[config.mk]
export PLATFORM = sky130hd
export DESIGN_NAME = ysyx22041405_ifu_flat
export DESIGN_NICKNAME = d
export VERILOG_FILES = /design/src/rtl/ysyx22041405_ifu_if.sv /design/src/rtl/ysyx22041405_ifu.sv /design/src/flat_wrapper.sv
export SDC_FILE = /design/constraint.sdc
export NUM_CORES = 1
export LEC_CHECK = 0
export CORE_AREA = 2 2 108 110
export DETAILED_ROUTE_END_ITERATION = 8
export DIE_AREA = 0 0 110 112
export PLACE_DENSITY = 0.87
export SETUP_SLACK_MARGIN = 0.15
export SYNTH_ARGS = -nofsm -noshare
export SYNTH_HDL_FRONTEND = slang
export SYNTH_SLANG_ARGS = --single-unit
[constraint.sdc]
create_clock -name clk -period 3.3 [get_ports clk]
set_input_delay 0.66 -clock clk [delete_from_list [all_inputs] [get_ports clk]]
set_output_delay 0.66 -clock clk [all_outputs]
set_load 0.005 [all_outputs]
[src/rtl/ysyx22041405_ifu_if.sv]
// Fetch-unit bus bundle: the memory request/response channel, the decode-side
// output channel and the redirect input, seen from the IFU (master) or its environment (slave).
interface ysyx22041405_ifu_if #(
    parameter int WIDTH = 32
);
    logic             req_valid;
    logic             req_ready;
    logic [WIDTH-1:0] req_addr;
    logic             resp_valid;
    logic [WIDTH-1:0] resp_data;
    logic             resp_err;
    logic             out_valid;
    logic             out_ready;
    logic [WIDTH-1:0] out_pc;
    logic [WIDTH-1:0] out_inst;
    logic             out_fault;
    logic             redirect_valid;
    logic [WIDTH-1:0] redirect_pc;

    modport master (
        output req_valid, req_addr, out_valid, out_pc, out_inst, out_fault,
        input  req_ready, resp_valid, resp_data, resp_err, out_ready,
               redirect_valid, redirect_pc
    );

    modport slave (
        input  req_valid, req_addr, out_valid, out_pc, out_inst, out_fault,
        output req_ready, resp_valid, resp_data, resp_err, out_ready,
               redirect_valid, redirect_pc
    );
endinterface

[src/rtl/ysyx22041405_ifu.sv]
// Instruction fetch unit: owns the PC, keeps at most one fetch in flight and
// hands {pc, inst, fault} to decode; redirects retarget or discard the fetch in progress.
module ysyx22041405_ifu #(
    parameter int               WIDTH    = 32,
    parameter logic [WIDTH-1:0] RESET_PC = WIDTH'(32'h8000_0000)
) (
    input logic                clk,
    input logic                rst_n,
    ysyx22041405_ifu_if.master bus
);
    typedef enum logic [2:0] {
        ST_RST,
        ST_REQ,
        ST_WAIT,
        ST_HOLD,
        ST_HALT
    } state_e;

    state_e           state_q, state_d;
    logic [WIDTH-1:0] pc_q, pc_d;
    logic [WIDTH-1:0] out_pc_q, out_pc_d;
    logic [WIDTH-1:0] out_inst_q, out_inst_d;
    logic             out_fault_q, out_fault_d;
    logic             discard_q, discard_d;
    logic             misaligned;

    assign misaligned   = (pc_q[1:0] != 2'b00);
    assign bus.req_addr = pc_q;
    assign bus.out_pc   = out_pc_q;
    assign bus.out_inst = out_inst_q;
    assign bus.out_fault = out_fault_q;

    always_comb begin
        // NOTE: every signal written here gets a default first, so no path can infer a latch.
        state_d       = state_q;
        pc_d          = pc_q;
        out_pc_d      = out_pc_q;
        out_inst_d    = out_inst_q;
        out_fault_d   = out_fault_q;
        discard_d     = discard_q;
        bus.req_valid = 1'b0;
        bus.out_valid = 1'b0;

        case (state_q)
            ST_RST: state_d = ST_REQ;

            ST_REQ: begin
                bus.req_valid = !misaligned;
                if (bus.redirect_valid) begin
                    pc_d = bus.redirect_pc;
                end
                if (misaligned) begin
                    if (!bus.redirect_valid) begin
                        state_d     = ST_HOLD;
                        out_pc_d    = pc_q;
                        out_inst_d  = '0;
                        out_fault_d = 1'b1;
                    end
                end else if (bus.req_ready) begin
                    // A redirect racing the accept leaves a stale fetch in flight.
                    state_d   = ST_WAIT;
                    discard_d = bus.redirect_valid;
                end
            end

            ST_WAIT: begin
                if (bus.redirect_valid) begin
                    pc_d = bus.redirect_pc;
                end
                if (bus.resp_valid) begin
                    discard_d = 1'b0;
                    if (discard_q || bus.redirect_valid) begin
                        state_d = ST_REQ;
                    end else begin
                        state_d     = ST_HOLD;
                        out_pc_d    = pc_q;
                        out_inst_d  = bus.resp_err ? '0 : bus.resp_data;
                        out_fault_d = bus.resp_err;
                    end
                end else if (bus.redirect_valid) begin
                    discard_d = 1'b1;
                end
            end

            ST_HOLD: begin
                bus.out_valid = 1'b1;
                if (bus.redirect_valid) begin
                    pc_d    = bus.redirect_pc;
                    state_d = ST_REQ;
                end else if (bus.out_ready) begin
                    if (out_fault_q) begin
                        state_d = ST_HALT;
                    end else begin
                        pc_d    = pc_q + WIDTH'(4);
                        state_d = ST_REQ;
                    end
                end
            end

            ST_HALT: begin
                if (bus.redirect_valid) begin
                    pc_d        = bus.redirect_pc;
                    out_fault_d = 1'b0;
                    state_d     = ST_REQ;
                end
            end

            default: state_d = ST_RST;
        endcase
    end

    always_ff @(posedge clk or negedge rst_n) begin
        if (!rst_n) begin
            state_q     <= ST_RST;
            pc_q        <= RESET_PC;
            out_pc_q    <= '0;
            out_inst_q  <= '0;
            out_fault_q <= 1'b0;
            discard_q   <= 1'b0;
        end else begin
            // NOTE: non-blocking updates so every flop samples the pre-edge values.
            state_q     <= state_d;
            pc_q        <= pc_d;
            out_pc_q    <= out_pc_d;
            out_inst_q  <= out_inst_d;
            out_fault_q <= out_fault_d;
            discard_q   <= discard_d;
        end
    end
endmodule
[src/flat_wrapper.sv]
// flat-port wrapper written by rule: the top's interface ports become plain ports
module ysyx22041405_ifu_flat 
#(
    parameter int               WIDTH    = 32,
    parameter logic [WIDTH-1:0] RESET_PC = WIDTH'(32'h8000_0000)
)
  (clk, rst_n, bus_req_valid, bus_req_addr, bus_out_valid, bus_out_pc, bus_out_inst, bus_out_fault, bus_req_ready, bus_resp_valid, bus_resp_data, bus_resp_err, bus_out_ready, bus_redirect_valid, bus_redirect_pc);
  ysyx22041405_ifu_if #(.WIDTH(WIDTH)) bus_i ();
  input logic clk;
  input logic rst_n;
  output wire logic [$bits(bus_i.req_valid)-1:0] bus_req_valid;
  output wire logic [$bits(bus_i.req_addr)-1:0] bus_req_addr;
  output wire logic [$bits(bus_i.out_valid)-1:0] bus_out_valid;
  output wire logic [$bits(bus_i.out_pc)-1:0] bus_out_pc;
  output wire logic [$bits(bus_i.out_inst)-1:0] bus_out_inst;
  output wire logic [$bits(bus_i.out_fault)-1:0] bus_out_fault;
  input wire logic [$bits(bus_i.req_ready)-1:0] bus_req_ready;
  input wire logic [$bits(bus_i.resp_valid)-1:0] bus_resp_valid;
  input wire logic [$bits(bus_i.resp_data)-1:0] bus_resp_data;
  input wire logic [$bits(bus_i.resp_err)-1:0] bus_resp_err;
  input wire logic [$bits(bus_i.out_ready)-1:0] bus_out_ready;
  input wire logic [$bits(bus_i.redirect_valid)-1:0] bus_redirect_valid;
  input wire logic [$bits(bus_i.redirect_pc)-1:0] bus_redirect_pc;
  assign bus_req_valid = bus_i.req_valid;
  assign bus_req_addr = bus_i.req_addr;
  assign bus_out_valid = bus_i.out_valid;
  assign bus_out_pc = bus_i.out_pc;
  assign bus_out_inst = bus_i.out_inst;
  assign bus_out_fault = bus_i.out_fault;
  assign bus_i.req_ready = bus_req_ready;
  assign bus_i.resp_valid = bus_resp_valid;
  assign bus_i.resp_data = bus_resp_data;
  assign bus_i.resp_err = bus_resp_err;
  assign bus_i.out_ready = bus_out_ready;
  assign bus_i.redirect_valid = bus_redirect_valid;
  assign bus_i.redirect_pc = bus_redirect_pc;
  ysyx22041405_ifu #(.WIDTH(WIDTH), .RESET_PC(RESET_PC)) u_core (.clk(clk), .rst_n(rst_n), .bus(bus_i));
endmodule
==> images/congestion_map.png <==
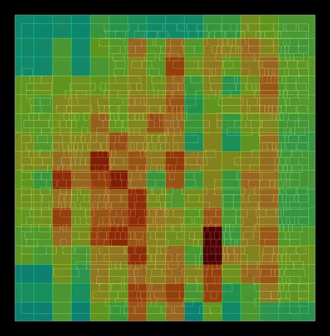
met3 Use GR: 0.03923
Layout Utilization: 0.6287
total track usage: 0.2224

==> images/sizing.png <==
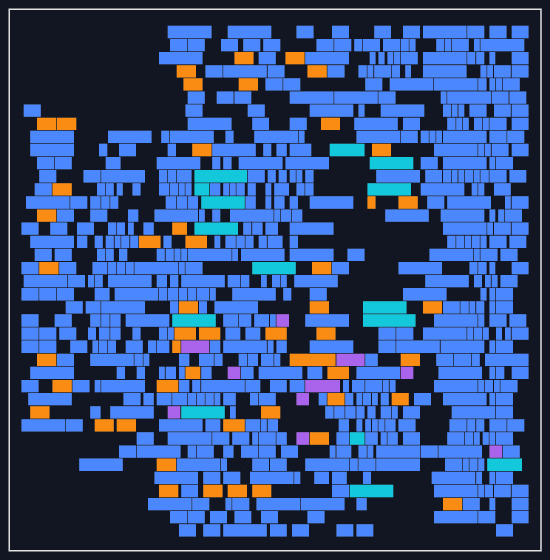
| size | color | cells | most used |
|---|---|---|---|
| x6 and larger | cyan | 15 | clkbuf_16 |
| x3 and x4 | purple | 10 | buf_4 |
| x1 and smaller | blue | 584 | clkdlybuf4s50_1 |
| x2 | orange | 49 | mux2_2 |
Final Cell Area: 7025 um2
Area Growth Syn to Fin: 43.68%
bufs w/o clock: 176
post-route worst setup slack: 0.6871 ns

==> run summary <==
Flop pwr share = 0.379
Met2 routed WL = 6.603 mm
H-tree levels = 3
Count of library flops with an enable pin = 0
Postcts setup bufs = 0
Io pins = 170
Hold Crit Class = in -> async
CTS clk-pin slew, worst paths = 0.07 ns
Critical Path End = bus_req_valid
VDD IR-drop max = 0.0003667 V
Initial antenna violation count = 0
CTS Hold Bufs = 0
Simple Share, Synth = 0.1709
Core box area = 11,170 um2
Max-cap violation count = 0
Area occupied by registers = 2529 um2
Most frequent cells after synthesis = dfrtp_1, nand2_1, o21ai_0
Synthesized area = 4890 um2
Crit path DRT = 2.64 ns
Flop count = 101
Main synth FF type = dfrtp_1
DIE AREA = 12,320 um2
WP buf/inv = 1
Status = complete, no violations
Final antenna-violating net count = 0
Critical path launch point = u_core.state_q[0]
Tool warning count = 28
CP cell instances = nand2b_1 > nor4_1 > clkdlybuf4s50_1
Ys cells = 499
Cell at the slowest stage of the critical path = dfrtp_1
Crit path max-delay family = flip-flops
Yosys top cell by instances = dfrtp_1
Clock tree buffer depth = 2
CP Capture Type = primary output
Sequential fraction of the synthesis area = 0.5171
Via/cell ratio = 5.628
Dpl cells = 785
Pre-CTS setup slack = 0.4552 ns
Buffer share of cell area = 0.2515
Min cycle time layout = 2.613 ns
Critical path class = reg -> out
Post-DP HPWL = 9.801 mm
==> images/clock_wires.png <==
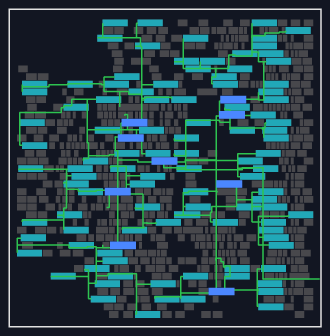
[clock wires] green | length: 1,210 um
[clock-net drivers] blue | count: 9
[flip-flops] cyan | count: 101
flops lie: spread over the die
clk_lat worst skew: 0.34 ns
clock distribution power: 1140 uW
clock power share: 0.190
Setup Skew: 0.01157 ns

Power figures rest on the tool's default switching activity, not on a simulated workload.
